### src/rtl/me_best_match_if.sv
// SAD-result / best-match handshake bundle between the SAD array, me_best_match and MV writeback.
// The slave modport is the me_best_match side. The master modport is the producer/consumer side.
interface me_best_match_if #(
    parameter int PIXELS_IN_BATCH = 16,
    parameter int SAD_W           = 14,
    parameter int IDX_W           = 8
);
    logic                         start;
    logic                         sad_valid;
    logic [PIXELS_IN_BATCH*SAD_W-1:0] sad_in;
    logic                         busy;
    logic                         result_valid;
    logic                         result_ready;
    logic [SAD_W-1:0]             best_sad;
    logic [IDX_W-1:0]             best_index;

    modport master (
        output start, sad_valid, sad_in, result_ready,
        input  busy, result_valid, best_sad, best_index
    );

    modport slave (
        input  start, sad_valid, sad_in, result_ready,
        output busy, result_valid, best_sad, best_index
    );
endinterface

### src/rtl/me_best_match.sv
// Reduces NUM_BATCHES batches of per-lane SADs to the overall minimum SAD and its candidate index.
// Optional macro ME_EARLY_EXIT_EN ends the search at the first accepted batch that contains a zero SAD.
module me_best_match #(
    parameter int PIXELS_IN_BATCH     = 16,
    parameter int LOG_PIXELS_IN_BATCH = 4,
    parameter int EDGE_LEN            = 8,
    parameter int LOG_EDGE_LEN        = 3,
    parameter int BIT_DEPTH           = 8,
    parameter int NUM_BATCHES         = 16,
    parameter int LOG_NUM_BATCHES     = 4,
    parameter int SAD_W               = 2*LOG_EDGE_LEN + BIT_DEPTH,
    parameter int IDX_W               = LOG_NUM_BATCHES + LOG_PIXELS_IN_BATCH
) (
    input  logic          clk,
    input  logic          rst,
    me_best_match_if.slave io_bus
);

    localparam int NODES = 2*PIXELS_IN_BATCH - 1;

    typedef enum logic [1:0] {S_IDLE, S_COLLECT, S_FLUSH, S_DONE} state_t;

    state_t                         r_state;
    state_t                         w_state_next;
    logic [LOG_NUM_BATCHES-1:0]     r_batch_cnt;
    logic                           r_s1_valid;
    logic [SAD_W-1:0]               r_s1_sad;
    logic [IDX_W-1:0]               r_s1_idx;
    logic [SAD_W-1:0]               r_best_sad;
    logic [IDX_W-1:0]               r_best_index;
    logic                           w_start_search;
    logic                           w_accept;
    logic                           w_cnt_last;
    logic                           w_last;
    logic                           w_busy;
    logic                           w_result_valid;
    logic [SAD_W-1:0]               w_node_sad  [NODES];
    logic [LOG_PIXELS_IN_BATCH-1:0] w_node_lane [NODES];

    // The min tree relies on a complete binary heap, so the lane count must be a power of two.
    a_params_pow2: assert property (@(posedge clk)
        (EDGE_LEN == (1 << LOG_EDGE_LEN)) && (PIXELS_IN_BATCH == (1 << LOG_PIXELS_IN_BATCH)));

    assign w_start_search = (r_state == S_IDLE) && io_bus.start;
    assign w_accept       = (r_state == S_COLLECT) && io_bus.sad_valid;
    assign w_cnt_last     = (r_batch_cnt == LOG_NUM_BATCHES'(NUM_BATCHES - 1));

`ifdef ME_EARLY_EXIT_EN
    logic w_zero_seen;
    assign w_zero_seen = (w_node_sad[0] == '0);
    assign w_last      = w_cnt_last || w_zero_seen;
`else
    assign w_last      = w_cnt_last;
`endif

    // Heap-ordered min tree: leaves hold lanes in order, and the left child wins ties (lower lane).
    always_comb begin
        for (int k = 0; k < PIXELS_IN_BATCH; k++) begin
            w_node_sad[PIXELS_IN_BATCH-1+k]  = io_bus.sad_in[k*SAD_W +: SAD_W];
            w_node_lane[PIXELS_IN_BATCH-1+k] = LOG_PIXELS_IN_BATCH'(k);
        end
        for (int n = PIXELS_IN_BATCH - 2; n >= 0; n--) begin
            if (w_node_sad[2*n+2] < w_node_sad[2*n+1]) begin
                w_node_sad[n]  = w_node_sad[2*n+2];
                w_node_lane[n] = w_node_lane[2*n+2];
            end else begin
                w_node_sad[n]  = w_node_sad[2*n+1];
                w_node_lane[n] = w_node_lane[2*n+1];
            end
        end
    end

    // NOTE: sequential state uses non-blocking assignments so every flop samples pre-edge values.
    always_ff @(posedge clk or posedge rst) begin
        if (rst) r_state <= S_IDLE;
        else     r_state <= w_state_next;
    end

    // NOTE: the default assignment first keeps this combinational block from inferring a latch.
    always_comb begin
        w_state_next = r_state;
        case (r_state)
            S_IDLE:    if (io_bus.start)           w_state_next = S_COLLECT;
            S_COLLECT: if (w_accept && w_last)     w_state_next = S_FLUSH;
            S_FLUSH:                               w_state_next = S_DONE;
            S_DONE:    if (io_bus.result_ready)    w_state_next = S_IDLE;
            default:                               w_state_next = S_IDLE;
        endcase
    end

    always_comb begin
        w_busy         = (r_state != S_IDLE);
        w_result_valid = (r_state == S_DONE);
    end

    always_ff @(posedge clk or posedge rst) begin
        if (rst) begin
            r_batch_cnt <= '0;
        end else if (w_start_search) begin
            r_batch_cnt <= '0;
        end else if (w_accept && !w_cnt_last) begin
            r_batch_cnt <= r_batch_cnt + 1'b1;
        end
    end

    // Stage 1: register the batch minimum with its global index {batch, lane}.
    always_ff @(posedge clk or posedge rst) begin
        if (rst) begin
            r_s1_valid <= 1'b0;
            r_s1_sad   <= '0;
            r_s1_idx   <= '0;
        end else begin
            r_s1_valid <= w_accept && !w_start_search;
            if (w_accept) begin
                r_s1_sad <= w_node_sad[0];
                r_s1_idx <= {r_batch_cnt, w_node_lane[0]};
            end
        end
    end

    // Stage 2: strict compare, so an equal later candidate never displaces an earlier index.
    always_ff @(posedge clk or posedge rst) begin
        if (rst) begin
            r_best_sad   <= '1;
            r_best_index <= '0;
        end else if (w_start_search) begin
            r_best_sad   <= '1;
            r_best_index <= '0;
        end else if (r_s1_valid && (r_s1_sad < r_best_sad)) begin
            r_best_sad   <= r_s1_sad;
            r_best_index <= r_s1_idx;
        end
    end

    assign io_bus.busy         = w_busy;
    assign io_bus.result_valid = w_result_valid;
    assign io_bus.best_sad     = r_best_sad;
    assign io_bus.best_index   = r_best_index;

endmodule

### src/flat_wrapper.sv
// flat-port wrapper written by rule: the top's interface ports become plain ports
module me_best_match_flat 
#(
    parameter int PIXELS_IN_BATCH     = 16,
    parameter int LOG_PIXELS_IN_BATCH = 4,
    parameter int EDGE_LEN            = 8,
    parameter int LOG_EDGE_LEN        = 3,
    parameter int BIT_DEPTH           = 8,
    parameter int NUM_BATCHES         = 16,
    parameter int LOG_NUM_BATCHES     = 4,
    parameter int SAD_W               = 2*LOG_EDGE_LEN + BIT_DEPTH,
    parameter int IDX_W               = LOG_NUM_BATCHES + LOG_PIXELS_IN_BATCH
)
  (clk, rst, io_bus_start, io_bus_sad_valid, io_bus_sad_in, io_bus_result_ready, io_bus_busy, io_bus_result_valid, io_bus_best_sad, io_bus_best_index);
  me_best_match_if #(.PIXELS_IN_BATCH(PIXELS_IN_BATCH), .SAD_W(SAD_W), .IDX_W(IDX_W)) io_bus_i ();
  input  logic clk;
  input  logic rst;
  input wire logic [$bits(io_bus_i.start)-1:0] io_bus_start;
  input wire logic [$bits(io_bus_i.sad_valid)-1:0] io_bus_sad_valid;
  input wire logic [$bits(io_bus_i.sad_in)-1:0] io_bus_sad_in;
  input wire logic [$bits(io_bus_i.result_ready)-1:0] io_bus_result_ready;
  output wire logic [$bits(io_bus_i.busy)-1:0] io_bus_busy;
  output wire logic [$bits(io_bus_i.result_valid)-1:0] io_bus_result_valid;
  output wire logic [$bits(io_bus_i.best_sad)-1:0] io_bus_best_sad;
  output wire logic [$bits(io_bus_i.best_index)-1:0] io_bus_best_index;
  assign io_bus_i.start = io_bus_start;
  assign io_bus_i.sad_valid = io_bus_sad_valid;
  assign io_bus_i.sad_in = io_bus_sad_in;
  assign io_bus_i.result_ready = io_bus_result_ready;
  assign io_bus_busy = io_bus_i.busy;
  assign io_bus_result_valid = io_bus_i.result_valid;
  assign io_bus_best_sad = io_bus_i.best_sad;
  assign io_bus_best_index = io_bus_i.best_index;
  me_best_match #(.PIXELS_IN_BATCH(PIXELS_IN_BATCH), .LOG_PIXELS_IN_BATCH(LOG_PIXELS_IN_BATCH), .EDGE_LEN(EDGE_LEN), .LOG_EDGE_LEN(LOG_EDGE_LEN), .BIT_DEPTH(BIT_DEPTH), .NUM_BATCHES(NUM_BATCHES), .LOG_NUM_BATCHES(LOG_NUM_BATCHES), .SAD_W(SAD_W), .IDX_W(IDX_W)) u_core (.clk(clk), .rst(rst), .io_bus(io_bus_i));
endmodule
### config.mk
export PLATFORM = sky130hd
export DESIGN_NAME = me_best_match_flat
export DESIGN_NICKNAME = d
export VERILOG_FILES = /design/src/rtl/me_best_match_if.sv /design/src/rtl/me_best_match.sv /design/src/flat_wrapper.sv
export SDC_FILE = /design/constraint.sdc
export NUM_CORES = 1
export LEC_CHECK = 0
export CAP_MARGIN = 40
export CORE_MARGIN = 2
export CORE_UTILIZATION = 40
export DETAILED_ROUTE_END_ITERATION = 12
export GPL_ROUTABILITY_DRIVEN = 0
export HOLD_SLACK_MARGIN = 0.05
export PLACE_DENSITY = 0.7
export SLEW_MARGIN = 25
export SYNTH_ARGS = -nofsm -noshare
export SYNTH_HDL_FRONTEND = slang
export SYNTH_SLANG_ARGS = --single-unit
### constraint.sdc
create_clock -name clk -period 3.11 [get_ports clk]
set_clock_uncertainty 0.05 [all_clocks]
set_input_delay 0.4665 -clock clk [delete_from_list [all_inputs] [get_ports clk]]
set_output_delay 0.4665 -clock clk [all_outputs]
set_load 0.05 [all_outputs]
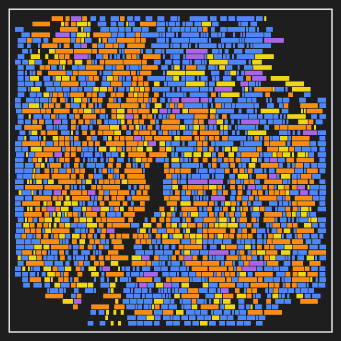
**Above:** cell sizes after repair.
(2 px per um)
- drive 6 and up: purple (cells 48; share 2.5%)
- drive 3 to 4: orange (cells 594; share 31%)
- drive 1 or less: blue (cells 1044; share 54%)
- drive 2: yellow (cells 253; share 13%)

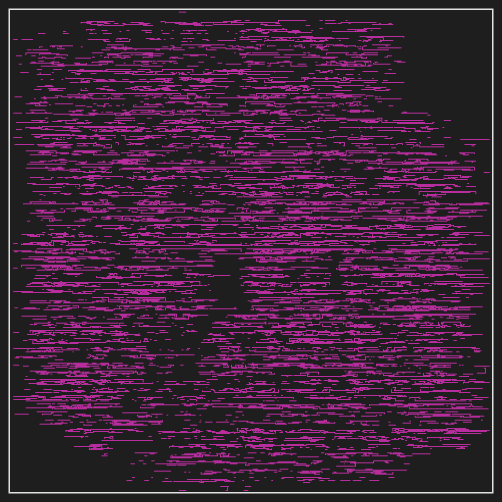
**Above:** met1 routing.
(3 px per um)
- nets with wire on the layer: 2213
- wire length on this layer: 15900 um
- longest straight run: 35.0 um

==> run notes <==
From the run reports.

- In the final timing run, aggregate negative setup slack is -84.79 ns.
- The cell count after placement is 2141.
- The netlist uses 69 different library cells.
- The stage-log warning count reads 33.
- The largest buffer count on any clock path reads 2.
- The final reports fail on negative setup slack.
- In the final design database the tool counted between 2000 and 2500 nets.
- The total CTS buffers reads 5.
- The report lists the power per cell area as about 630 nW/um^2.
- The internal power component reads 0.00639 W.
- The share of synthesized cell area in full adder, half adder and majority cells is about a quarter.
- The count of inserted antenna diode cells reads 0.
- The end-of-flow core utilization is about 78%.
- After clock tree synthesis, the clock-pin slew on the worst setup and hold paths is 0.07 ns.
- The type of origin of the critical path reads a primary input.
- The die is roughly 160 um wide.
- The hold path depth reads 2.
- Counting endpoints that fail hold in the final report gives 0.
- The count of input and output buffers reads 252.
- The chip footprint is 25800 um^2.
- The highest clock frequency the design can meet is 127 MHz.
- The number of flops mapped to enable cells by yosys is 0.
- The classification of the worst setup path reads primary input to register.
- The number of instances in the synthesized netlist reads 1266.
- The detailed-routed wire length on met3 is ~1600 um.
- In the final report, the number of pins over their slew limit comes to 0.
- The number of setup violations in the final report is 40.
- The post-synthesis sequential area ratio is 13.2%.
- Summing the areas of all compound-gate instances in the mapped netlist gives between 20% and 30% of the synthesized area.
- The worst-path maximum fanout is 16.
- The source-to-sink clock delay at the later pin of the worst-skew pair is 0.30 ns.
- For the sequential group, total power comes out at between 0.001 and 0.0015 W.
- The number of ports placed on the die boundary reads roughly 250.
- IR analysis of the VDD net gives a maximum drop of roughly 540 uV.
- The part of the total power dissipated in combinational logic reads 83.9%.
- The library cells used most frequently in the layout, excluding fill and tap cells, are sky130_fd_sc_hd__buf_4 (408), sky130_fd_sc_hd__ha_1 (121), sky130_fd_sc_hd__inv_1 (112).
- STA lists the startpoint of the worst hold path as u_core.r_s1_idx[6]$_DFFE_PP0P_.
- Hold is met by about 0.44 ns.
- The final global-route overflow total is 0.
- The yosys synthesis warning count reads 0.
- The vias per cell is about 5.5.
- Per the Yosys statistics, synthesis produced 1266 cells.
- The clock period minus worst slack reads approximately 7.9 ns.
- Measured against the total synthesized area, the mux share comes to about 16%.
- The most area-hungry cell type in the Yosys netlist is sky130_fd_sc_hd__ha_1.
- The total power of the final layout reads 0.0119 W.
- The post-route DRC violation count is 0.
- The total of hold buffers inserted after clock tree synthesis is 0.
- The starting density of the core reads a little over 40%.
- Setup repair after global routing could not meet its margin everywhere.
- The net switching power reads 0.00551 W.
- The most used routing layer in global routing is met2.
- The dominant register cell in the synthesized netlist is sky130_fd_sc_hd__dfrtp_1.
- The met3 global-route usage reads about 2.9%.
- The number of filler cells placed in the layout is 1523.
- Headroom to the max-slew limit came out at approximately three fifths.
- The number of global-route vias before repair reads 12600.
- The share of async-settable or async-resettable flops after synthesis is 100%.
- The synthesized net count is 1699.
- The total number of H-tree levels is 2.
- The area of the core region is 24200 um^2.
- The antenna violation net count after detailed routing reads 0.
- Ranked by instance count, the synthesized netlist is headed by sky130_fd_sc_hd__ha_1 (204), sky130_fd_sc_hd__inv_1 (154), sky130_fd_sc_hd__a21oi_1 (136), sky130_fd_sc_hd__nand2_1 (113), sky130_fd_sc_hd__nor2_1 (97).
- Checking hold timing, the worst path is listed with class register to register.
- The mean routed wirelength per cell reads 17.8 um.
- The top cell type by area accounts for roughly a quarter of the synthesized area.
- The data required time reported for the critical path is 3.27 ns.
- The clock net in this run drives a total of 51 sinks.
- Across all setup checks in the final design, the least slack found is -4.75 ns.
- The standard-cell row count reads 57.
- For the worst reg-to-reg path, the startpoint reported by OpenROAD is u_core.io_bus.best_sad[1]$_DFFE_PP1P_.
- The post-placement cell area reads 15600 um^2.
- The flow ran to the end, but the final reports show violations.
- The combined flip-flop and latch cell area reads 1290 um^2.
- Of the total synthesized cell area, the portion taken by XOR and XNOR cells is 0.714%.
- The met2 layer wire length in the routed design is 21400 um.
- The root buffer selected by CTS is sky130_fd_sc_hd__clkbuf_16.
- The register share of total power is 10.8%.
- The family with the most delay on the worst path reads AND-OR/OR-AND gates.
- The script extracted a total leakage power of 9.51 nW.
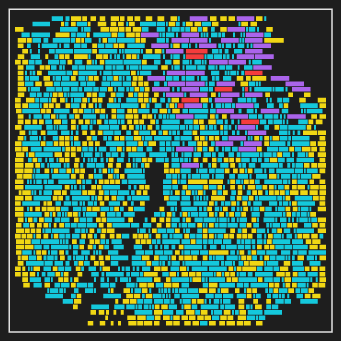
**Above:** placed cells, one colour a class.
(2 px per um)
- flops: purple (cells 51; share of their area 7.0%)
- other buffers and delay cells: yellow (cells 699; share of their area 33%)
- all other logic: cyan (cells 1181; share of their area 59%)
- clock drivers and dummy loads: red (cells 8; share of their area 0.92%)

## worst register-to-register path, delay by kind of cell, from the launching register on
| kind | cells | cell delay (ns) |
|---|---|---|
| DFF | 1 | 0.55 |
| buffers and inverters | 2 | 0.21 |
| and+or+nand+nor | 3 | 0.23 |
| muxes | 1 | 0.19 |
| adders and majority gates | 1 | 0.20 |
| AOI/OAI and AO/OA | 11 | 1.65 |
## layout make-up
cell class                 count  share of cell area (%)
multi-input combinational   1027                    54.5
timing repair buffer         699                    32.5
sequential                    51                    6.89
inverter                     154                    3.13
tap                          324                    2.16
clock buffer                   5                   0.666
clock inverter                 3                   0.233
## timing repair
action | in CTS | in global routing
gates cloned | 6 | 2
hold endpoints to repair | 0 | 0
setup buffers | 92 | 19
gates resized | 393 | 240
setup endpoints to repair | 40 | 40
pin swaps | 157 | 117
Power figures rest on the tool's default switching activity, not on a simulated workload.
